--- src/rtl/chunked_adder_sub.sv ---
// Multi-cycle adder/subtractor: a WIDTH-bit operation is processed CHUNK bits per
// cycle, least significant slice first, with the carry held in a register between slices.
module chunked_adder_sub #(
  parameter int WIDTH = 32,
  parameter int CHUNK = 8
) (
  input  logic             clk,
  input  logic             rst,
  input  logic             in_valid,
  output logic             in_ready,
  input  logic [WIDTH-1:0] a,
  input  logic [WIDTH-1:0] b,
  input  logic             c_in,
  input  logic             sub,
  output logic             out_valid,
  input  logic             out_ready,
  output logic [WIDTH-1:0] s,
  output logic             c_out,
  output logic             n,
  output logic             z,
  output logic             v
);

  localparam int NCH = WIDTH / CHUNK;
  localparam int KW  = (NCH > 1) ? $clog2(NCH) : 1;
  localparam logic [KW-1:0] K_LAST = KW'(NCH - 1);

  typedef enum logic [1:0] {IDLE, RUN, DONE} state_t;

  state_t           state_reg;
  logic [KW-1:0]    k_reg;
  logic             carry_reg;
  logic [WIDTH-1:0] a_reg;
  logic [WIDTH-1:0] b_reg;
  logic [WIDTH-1:0] s_reg;
  logic             c_out_reg;
  logic             n_reg;
  logic             z_reg;
  logic             v_reg;
  logic             in_ready_reg;
  logic             out_valid_reg;

  logic [CHUNK-1:0] a_slice [NCH];
  logic [CHUNK-1:0] b_slice [NCH];
  logic [CHUNK-1:0] a_sel;
  logic [CHUNK-1:0] b_sel;
  logic [CHUNK:0]   chunk_sum;
  logic [WIDTH-1:0] s_next;
  logic             last_chunk;

  // b_reg already holds ~B for subtraction, so every slice is a plain add.
  generate
    for (genvar gi = 0; gi < NCH; gi++) begin : g_slice
      assign a_slice[gi] = a_reg[gi*CHUNK +: CHUNK];
      assign b_slice[gi] = b_reg[gi*CHUNK +: CHUNK];
      assign s_next[gi*CHUNK +: CHUNK] = (k_reg == KW'(gi)) ? chunk_sum[CHUNK-1:0]
                                                           : s_reg[gi*CHUNK +: CHUNK];
    end
  endgenerate

  always_comb begin
    a_sel = '0;
    b_sel = '0;
    for (int i = 0; i < NCH; i++) begin
      if (k_reg == KW'(i)) begin
        a_sel = a_slice[i];
        b_sel = b_slice[i];
      end
    end
  end

  assign chunk_sum  = {1'b0, a_sel} + {1'b0, b_sel} + (CHUNK+1)'(carry_reg);
  assign last_chunk = (k_reg == K_LAST);

  always_ff @(posedge clk or posedge rst) begin
    if (rst) begin
      state_reg     <= IDLE;
      k_reg         <= '0;
      carry_reg     <= 1'b0;
      a_reg         <= '0;
      b_reg         <= '0;
      s_reg         <= '0;
      c_out_reg     <= 1'b0;
      n_reg         <= 1'b0;
      z_reg         <= 1'b0;
      v_reg         <= 1'b0;
      in_ready_reg  <= 1'b1;
      out_valid_reg <= 1'b0;
    end else begin
      case (state_reg)
        IDLE: begin
          if (in_valid) begin
            a_reg        <= a;
            b_reg        <= sub ? ~b : b;
            carry_reg    <= c_in ^ sub;
            k_reg        <= '0;
            in_ready_reg <= 1'b0;
            state_reg    <= RUN;
          end
        end
        RUN: begin
          s_reg     <= s_next;
          carry_reg <= chunk_sum[CHUNK];
          if (last_chunk) begin
            // Flags are taken from s_next so the final slice is included.
            c_out_reg     <= chunk_sum[CHUNK];
            n_reg         <= s_next[WIDTH-1];
            z_reg         <= (s_next == '0);
            v_reg         <= (a_reg[WIDTH-1] == b_reg[WIDTH-1]) &&
                             (s_next[WIDTH-1] != a_reg[WIDTH-1]);
            out_valid_reg <= 1'b1;
            state_reg     <= DONE;
          end else begin
            k_reg <= k_reg + KW'(1);
          end
        end
        DONE: begin
          if (out_ready) begin
            out_valid_reg <= 1'b0;
            in_ready_reg  <= 1'b1;
            state_reg     <= IDLE;
          end
        end
        default: begin
          out_valid_reg <= 1'b0;
          in_ready_reg  <= 1'b1;
          state_reg     <= IDLE;
        end
      endcase
    end
  end

  assign in_ready  = in_ready_reg;
  assign out_valid = out_valid_reg;
  assign s         = s_reg;
  assign c_out     = c_out_reg;
  assign n         = n_reg;
  assign z         = z_reg;
  assign v         = v_reg;

endmodule
--- config.mk ---
export PLATFORM = sky130hd
export DESIGN_NAME = chunked_adder_sub
export DESIGN_NICKNAME = d
export VERILOG_FILES = /design/src/rtl/chunked_adder_sub.sv
export SDC_FILE = /design/constraint.sdc
export NUM_CORES = 1
export LEC_CHECK = 0
export ABC_AREA = 1
export CAP_MARGIN = 20
export CORE_MARGIN = 1.5
export CORE_UTILIZATION = 40
export DETAILED_ROUTE_END_ITERATION = 8
export GPL_ROUTABILITY_DRIVEN = 0
export SLEW_MARGIN = 20
export SYNTH_ARGS = -nofsm -noshare
export SYNTH_HDL_FRONTEND = slang
export SYNTH_SLANG_ARGS = --single-unit
--- constraint.sdc ---
create_clock -name clk -period 4.5 [get_ports clk]
set_input_delay 0.9 -clock clk [delete_from_list [all_inputs] [get_ports clk]]
set_output_delay 0.9 -clock clk [all_outputs]
set_load 0.02 [all_outputs]
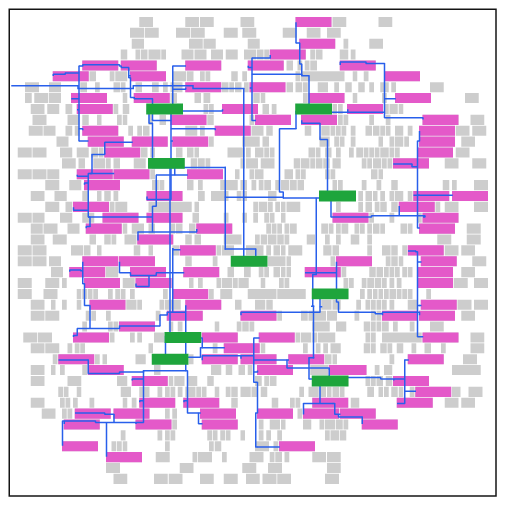
(clock network drawn from the DEF)
Scale: 4 px per µm.
Green is clock-net drivers, count 9. Blue is clock wires, length 1290 µm. Magenta is flip-flops, count 107.
There are 10 routed clock nets.
part of the power in the clock network: 14.1%
P_clk: 0.832 mW
final setup skew: 0.00758 ns

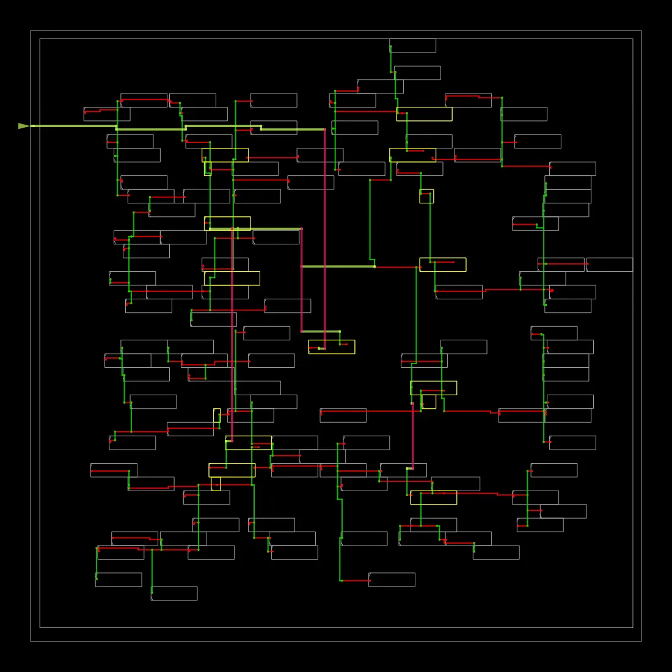
(the clock network)
number of CTS-inserted buffers: 9
clk sink count: 107
clock buffer count: 11
clock latency reported for the late side of the worst-skew pair: 0.35 ns
sequential cell count: 107

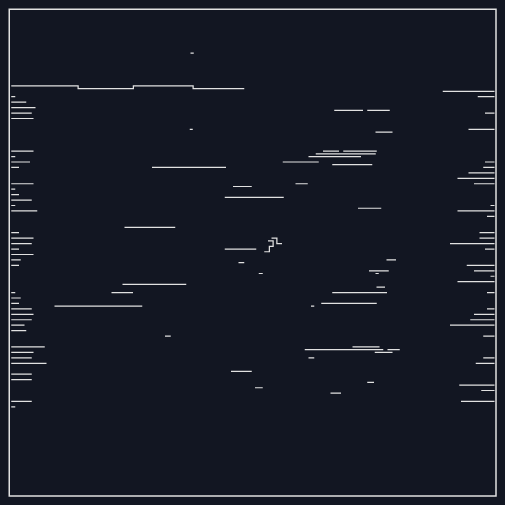
(the metal 3 layer)
Scale: 4 px per µm.
The longest straight run is 21.6 µm. 97 nets have wire on it.

layout make-up:
type	count	area [µm²]	share of cell area, %
inverters	50	190	2.66
multi-input cells	512	2570	36.0
clock buffers	11	233	3.26
well taps	180	225	3.15
flip-flops and latches	107	2680	37.5
clock inverters	5	80.1	1.12
repair buffers	116	1170	16.3
worst min-delay path: cells and delay by family, from the launching register on:
family        cells  cell delay, ns
flops             1            0.35
simple gates      2            0.10
cells by family after synthesis:
kind of cell,Yosys count,synth area share (%)
AOI/OAI and AO/OA,141,14.3
and+or+nand+nor,325,23.3
xor gates and xnor gates,33,5.16
buffers and inverters,87,6.24
adders and majority gates,13,3.17
DFF,107,47.9
worst max path at each step:
stage                           to  slack [ns]
after CTS                        z        0.84
after detailed placement         z        0.86
after floorplan           a_reg[0]        0.78
after global routing             z        0.45
after global placement           z        0.95
final                            z        0.83
stage by stage:
stage                     worst slack, ns  util [%]  cells  power, mW
after floorplan                     0.784         -    706       4.01
after global placement              0.954      49.4    964       4.96
after detailed placement            0.862      49.4    964       5.03
after CTS                           0.839      51.7    980       5.88
after global routing                0.449      51.9    981       6.46
final                               0.830      51.9    981       5.88
power by group:
group	leakage, nW	internal [mW]	total (mW)	switching (mW)
Sequential	1.32	1.42	1.70	0.280
Combinational	1.83	1.26	3.35	2.10
Clock	0.146	0.487	0.832	0.345
Total	3.30	3.16	5.88	2.72
layout by cell type, fill, tap and decap left out, drive strengths merged, types with 3 or more instances in the layout:
cell             n
o21ai           88
a22oi            6
nand2          244
clkdlybuf4s50  106
buf             10
nor3             3
a21oi           14
xnor2           33
clkinv           3
dfrtp          106
nor2            45
a31oi           13
a221oi           7
nand3           28
o31ai            3
clkbuf          11
inv             48
ha              11
o211ai           6
or2              4
per-layer routing:
| layer | GRT usage (%) | wire length [µm] |
|---|---|---|
| met1 | 28.0 | 6590 |
| met5 | 0 | 0 |
| met4 | 8.16 | 293 |
| met3 | 2.49 | 630 |
| met2 | 30.6 | 6300 |
==> flow_summary.yaml <==
# physical design summary
setup_path:
  critical_path_depth: 20
  critical-path-max-stage-delay_ns: 0.52
  kind_of_cell_adding_the_most_delay_to_the_critical_path: "adder cells"
  cp_cell_instances: "inv_1 -> ha_1 -> inv_2 -> nor2_2 -> buf_4 -> a221oi_1 -> o31ai_1 -> fa_1 -> fa_1 -> nand2_1 -> o21ai_0 -> nor2_1 -> nand2_1 -> nor2_1 -> nand3_1 -> nor2_1 -> nand3_1 -> nor2_1 -> nand2_1 -> nand2_1"
  worst_ep_required_time_ns: 4.78
run_status:
  status: "finished, final reports clean"
yosys:
  number_of_enable_flip_flop_cells: 0
  top_cells_by_count: "238 x sky130_fd_sc_hd__nand2_1, 106 x sky130_fd_sc_hd__dfrtp_1, 86 x sky130_fd_sc_hd__o21ai_0"
  seq_area_frac_synth_pct: 47.9
  ys_async_sr_fraction_pct: 100
timing:
  fin_worst_hold_slack_ns: 0.481
  finalSetupTns_ns: 0
  final_hold_violating_endpoints: 0
  setup_viol_count_final: 0
placed_design:
  detailed_place.area_um2: 6810
  placement.io_buffers: 107
drt:
  finalWirelength_um: 13800
job:
  warning_count: 31
die:
  boundaryPins: 108
hold_path:
  worst_hold_path.endpoint: "a_reg[6]"
final_layout:
  area_growth_pct: 27.6
Power is estimated from default activity; no workload was simulated.
